## src/rtl/pulpemu_rst_pkg.sv

```systemverilog
// Shared types and widths for the emulation reset conditioner.
package pulpemu_rst_pkg;

    typedef enum logic [1:0] {
        ASSERT = 2'd0,
        HOLD   = 2'd1,
        JTAG   = 2'd2,
        RUN    = 2'd3
    } rst_state_e;

    localparam int RST_CNT_W = 8;

endpackage

```

## src/rtl/pulpemu_debounce.sv

```systemverilog
// Two-or-more flop synchroniser followed by an optional stable-level debounce counter.
module pulpemu_debounce #(
    parameter int   SYNC_STAGES     = 2,
    parameter int   DEBOUNCE_CYCLES = 1000000,
    parameter logic RESET_VAL       = 1'b0
) (
    input  logic clk,
    input  logic rst,
    input  logic din,
    output logic dout
);

    logic [SYNC_STAGES-1:0] sync_q;
    logic                   sync_s;

    always_ff @(posedge clk) begin
        if (rst) sync_q <= {SYNC_STAGES{RESET_VAL}};
        else     sync_q <= {sync_q[SYNC_STAGES-2:0], din};
    end

    assign sync_s = sync_q[SYNC_STAGES-1];

    generate
        if (DEBOUNCE_CYCLES == 1) begin : g_bypass
            // Synchroniser only: no extra flop, so the lock-loss path stays at SYNC_STAGES edges.
            assign dout = sync_s;
        end else begin : g_debounce
            localparam int CW = $clog2(DEBOUNCE_CYCLES);
            localparam logic [CW-1:0] LAST = CW'(DEBOUNCE_CYCLES - 1);

            logic [CW-1:0] cnt;
            logic          db_q;

            always_ff @(posedge clk) begin
                if (rst) begin
                    cnt  <= '0;
                    db_q <= RESET_VAL;
                end else if (sync_s == db_q) begin
                    cnt <= '0;
                end else if (cnt == LAST) begin
                    cnt  <= '0;
                    db_q <= sync_s;
                end else begin
                    cnt <= cnt + 1'b1;
                end
            end

            assign dout = db_q;
        end
    endgenerate

endmodule

```

## src/rtl/pulpemu_rst_gen.sv

```systemverilog
// Reset conditioner: debounced button + lock flag drive an ordered release, TAP reset first, SoC last.
module pulpemu_rst_gen
    import pulpemu_rst_pkg::*;
#(
    parameter int SYNC_STAGES        = 2,
    parameter int DEBOUNCE_CYCLES    = 1000000,
    parameter int HOLD_CYCLES        = 1024,
    parameter int JTAG_RELEASE_DELAY = 16
) (
    input  logic                 ref_clk,
    input  logic                 rst_i,
    input  logic                 btn_reset_i,
    input  logic                 clk_locked_i,
    output logic                 soc_rst_no,
    output logic                 jtag_trst_no,
    output logic                 rst_active_o,
    output logic [RST_CNT_W-1:0] rst_count_o
);

    localparam int CNT_MAX = (HOLD_CYCLES > JTAG_RELEASE_DELAY) ? HOLD_CYCLES : JTAG_RELEASE_DELAY;
    localparam int CW      = $clog2((CNT_MAX < 2) ? 2 : CNT_MAX);
    localparam logic [CW-1:0] HOLD_LD = CW'(HOLD_CYCLES - 1);
    localparam logic [CW-1:0] JTAG_LD = CW'(JTAG_RELEASE_DELAY - 1);

    generate
        if (SYNC_STAGES < 2)        begin : g_err_sync  $error("SYNC_STAGES must be >= 2");        end
        if (DEBOUNCE_CYCLES < 1)    begin : g_err_db    $error("DEBOUNCE_CYCLES must be >= 1");    end
        if (HOLD_CYCLES < 1)        begin : g_err_hold  $error("HOLD_CYCLES must be >= 1");        end
        if (JTAG_RELEASE_DELAY < 1) begin : g_err_jtag  $error("JTAG_RELEASE_DELAY must be >= 1"); end
    endgenerate

    logic       btn_db;
    logic       locked_s;
    logic       cause;
    rst_state_e state;
    logic [CW-1:0] cnt;

    pulpemu_debounce #(
        .SYNC_STAGES    (SYNC_STAGES),
        .DEBOUNCE_CYCLES(DEBOUNCE_CYCLES),
        .RESET_VAL      (1'b1)
    ) u_btn (
        .clk (ref_clk),
        .rst (rst_i),
        .din (btn_reset_i),
        .dout(btn_db)
    );

    pulpemu_debounce #(
        .SYNC_STAGES    (SYNC_STAGES),
        .DEBOUNCE_CYCLES(1),
        .RESET_VAL      (1'b0)
    ) u_lock (
        .clk (ref_clk),
        .rst (rst_i),
        .din (clk_locked_i),
        .dout(locked_s)
    );

    assign cause = btn_db | ~locked_s;

    // Outputs are loaded alongside the state transition so they always match the state register.
    always_ff @(posedge ref_clk) begin
        if (rst_i) begin
            state        <= ASSERT;
            cnt          <= '0;
            soc_rst_no   <= 1'b0;
            jtag_trst_no <= 1'b0;
            rst_active_o <= 1'b1;
            rst_count_o  <= '0;
        end else begin
            case (state)
                ASSERT: begin
                    if (!cause) begin
                        state <= HOLD;
                        cnt   <= HOLD_LD;
                    end
                end
                HOLD: begin
                    if (cause) begin
                        state <= ASSERT;
                    end else if (cnt == '0) begin
                        state        <= JTAG;
                        cnt          <= JTAG_LD;
                        jtag_trst_no <= 1'b1;
                    end else begin
                        cnt <= cnt - 1'b1;
                    end
                end
                JTAG: begin
                    if (cause) begin
                        state        <= ASSERT;
                        jtag_trst_no <= 1'b0;
                    end else if (cnt == '0) begin
                        state        <= RUN;
                        soc_rst_no   <= 1'b1;
                        rst_active_o <= 1'b0;
                    end else begin
                        cnt <= cnt - 1'b1;
                    end
                end
                RUN: begin
                    if (cause) begin
                        state        <= ASSERT;
                        soc_rst_no   <= 1'b0;
                        jtag_trst_no <= 1'b0;
                        rst_active_o <= 1'b1;
                        if (rst_count_o != {RST_CNT_W{1'b1}})
                            rst_count_o <= rst_count_o + 1'b1;
                    end
                end
                default: begin
                    state        <= ASSERT;
                    soc_rst_no   <= 1'b0;
                    jtag_trst_no <= 1'b0;
                    rst_active_o <= 1'b1;
                end
            endcase
        end
    end

endmodule
```

## config.mk

```make
export PLATFORM = sky130hd
export DESIGN_NAME = pulpemu_rst_gen
export DESIGN_NICKNAME = d
export VERILOG_FILES = /design/src/rtl/pulpemu_rst_pkg.sv /design/src/rtl/pulpemu_debounce.sv /design/src/rtl/pulpemu_rst_gen.sv
export SDC_FILE = /design/constraint.sdc
export NUM_CORES = 1
export LEC_CHECK = 0
export CAP_MARGIN = 10
export CELL_PAD_IN_SITES_DETAIL_PLACEMENT = 1
export CELL_PAD_IN_SITES_GLOBAL_PLACEMENT = 2
export CORE_ASPECT_RATIO = 2
export CORE_MARGIN = 2
export CORE_UTILIZATION = 33
export CTS_CLUSTER_DIAMETER = 150
export DETAILED_ROUTE_END_ITERATION = 10
export HOLD_SLACK_MARGIN = 0.02
export PLACE_DENSITY = 0.83
export SKIP_CTS_REPAIR_TIMING = 1
export SYNTH_ARGS = -nofsm -noshare
export SYNTH_HDL_FRONTEND = slang
export SYNTH_HIERARCHICAL = 1
export SYNTH_SLANG_ARGS = --single-unit
```

## constraint.sdc

```tcl
create_clock -name ref_clk -period 2.05 [get_ports ref_clk]
set_input_delay 0.41 -clock ref_clk [delete_from_list [all_inputs] [get_ports ref_clk]]
set_output_delay 0.41 -clock ref_clk [all_outputs]
set_load 0.02 [all_outputs]
```

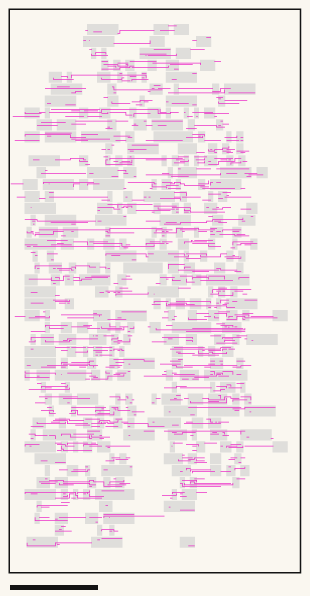
**Above:** the metal 1 layer.
Scale bar: 20 um.
share of all routed wire	35%
nets with wire on the layer	320
longest straight run	20.2 um
main direction	horizontal
wire length on this layer	2460 um

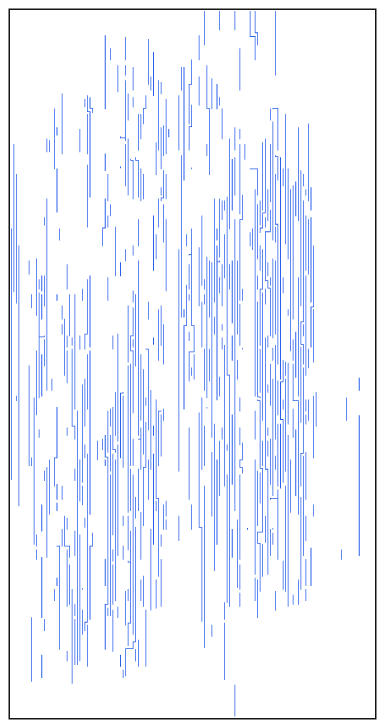
**Above:** M2 wires.
nets with wire on the layer	292
wire length on this layer	4220 um
main direction	vertical

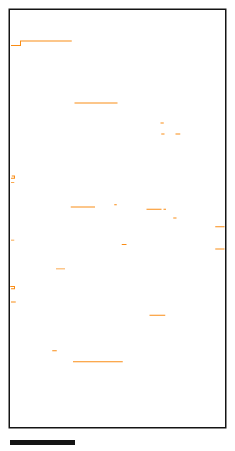
**Above:** met3 routing.
Scale bar: 20 um.
wire length on this layer	84.8 um
share of all routed wire	1.2%
main direction	horizontal
longest straight run	15.6 um
nets with wire on the layer	14

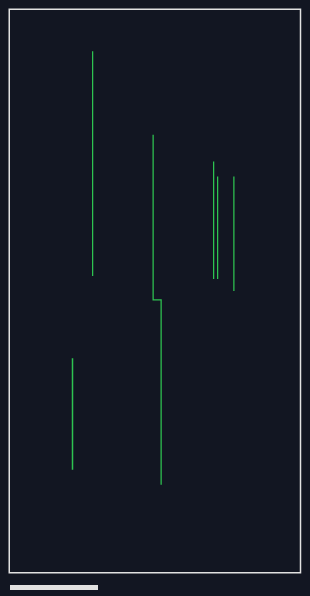
**Above:** met4 routing.
Scale bar: 20 um.
nets with wire on the layer	6
wire length on this layer	233 um

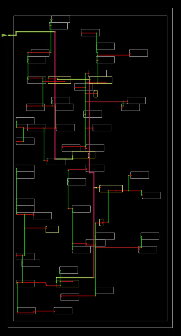
**Above:** the clock network.
clk_lat worst skew: 300 ps
# clk buffers: 8
flop count: 48
clock skew: 9.70 ps
P_clk: 847 uW

==> ci_impl_report.md <==
## Implementation flow summary

| Metric | Value |
|---|---|
| Fraction of area in multi-input gates | `48.9%` |
| Hold Fails Final Rpt | `0` |
| Critical path class | `register to register` |
| Grt peak-use layer | `met2` |
| Antenna violations before repair | `0` |
| Leading cell kind | `combinational gates` |
| Register area | `963 um2` |
| Detailed Route Iter0 Violations | `82` |
| Flop pwr share | `43.4%` |
| XORs/XNORs by Area | `6.88%` |
| Final core utilization | `40.8%` |
| FF-to-FF setup slack | `90 ps` |
| Gate Area | `1500 um2` |
| Pins Over Slew Limit | `0` |
| # clock sinks | `48` |
| FP Util | `33.7%` |
| WL final | `7000 um` |
| Flops after synth | `48` |
| Critical Path Stages | `5` |
| Outcome | `complete, no violations` |
| Core Rows | `45` |
| Metal1 wirelength | `2460 um` |
| Clk root buf | `clkbuf_16` |
| CP max stage delay | `620 ps` |
| Data arrival time of the worst path | `2140 ps` |
| Pwr dens | `739 nW/um2` |
| Inverter count | `10` |
| Yosys aoi share | `15.3%` |
| Avg Inst Size Synth | `8.49 um2` |
| Distinct lib cells used | `50` |
| Peak supply drop | `0.000551 V` |
| Vias in the first global route | `2385` |
| Setup crit end | `cnt[6]` |
| HPWL after DPL | `5440 um` |
| Combinational power share | `19.3%` |
| Chip area | `8480 um2` |
| Met2 Usage GRT | `35.9%` |
| Initial DRT Pass Iterations | `4` |
| Cell count after synthesis | `300` |
| Nets | `344` |
| CP required | `2230 ps` |
| Vias/cell | `5.36` |
| Post-route minimum period | `1960 ps` |
| NonClk Buf Share | `10.0%` |
| Port buffer count | `14` |
| Worst r2r src | `cnt[2]` |
| Floorplan Nets | `313` |
| Die Y-Extent | `128 um` |
| Fin worst setup slack | `94.4 ps` |
| Asr flop ratio synth | `0%` |
| Fin crit share | `95.4%` |
| Share of cells above drive strength 1 | `14.5%` |
| Hold endpoint | `u_btn/sync_q[1]` |
| FF-to-FF path depth | `5` |
| Slowest library cell on the worst path | `or3_2` |
| Pwr top | `sequential cells` |
| Routed wire length per instance | `16.4 um` |
| First-pass GRT wire length | `11600 um` |
| Routed via count | `2285` |
| DP Worst Slack | `12.5 ps` |
| Largest Register | `u_btn/g_debounce.cnt` |
| Post-route design area | `3080 um2` |
| Count of non-CTS buffers in the layout | `33` |
| Clock Tree Buf Depth | `2` |
| Hold Crit Class | `register to register` |
| ClkCell Share | `4.76%` |
| Tool warning count | `32` |
| Placed cells | `418` |
| Chip Area, Yosys | `2550 um2` |
| P_leak | `1.07 nW` |
| Post-Layout Cell Count | `426` |
| Reported net switching power | `646 uW` |
| Mapped cell area | `2550 um2` |
| Met3 Use GR | `2.19%` |
| Yosys Instances | `300` |
| P_seq | `987 uW` |
| Worst slew pin tran | `601 ps` |
| Met2 WL post-DR | `4220 um` |
| Reg clk slew, reported paths | `70 ps` |
| Family with the most delay on the worst path | `AND-OR/OR-AND gates` |
| Synth Warn # | `6` |
| Crit-path cells | `or3_2 -> a2111oi_0 -> o21ai_2 -> a22oi_1 -> nor2_1` |
| Hold_sp | `u_btn/sync_q[0]` |
| Buf/Inv on CP | `0` |
| H-tree levels | `2` |
| N_taps | `94` |
| And+or+nand+nor area frac | `29.6%` |
| Top cells excl fill/tap | `dfxtp_1 (46), nor2_1 (44), a21oi_1 (19), buf_4 (17)` |
[synthesized netlist by cell type, types with 4 or more instances]
library cell / n / area share (%)
a211oi_1: 4 / 1.2
clkbuf_1: 4 / 0.59
or2_2: 4 / 0.98
nand4_1: 8 / 2.0
dfxtp_1: 48 / 38
nand3_1: 12 / 2.4
o21ai_0: 19 / 3.7
or3_1: 5 / 1.2
nor2_1: 44 / 6.5
inv_1: 10 / 1.5
xnor2_1: 14 / 4.8
mux2i_1: 5 / 2.0
nor4_1: 10 / 2.5
nand2_1: 13 / 1.9
nor3_1: 16 / 3.1
xor2_1: 6 / 2.1
and3_1: 7 / 1.7
ha_1: 9 / 4.4
a21oi_1: 20 / 3.9
Power is estimated from default activity; no workload was simulated.
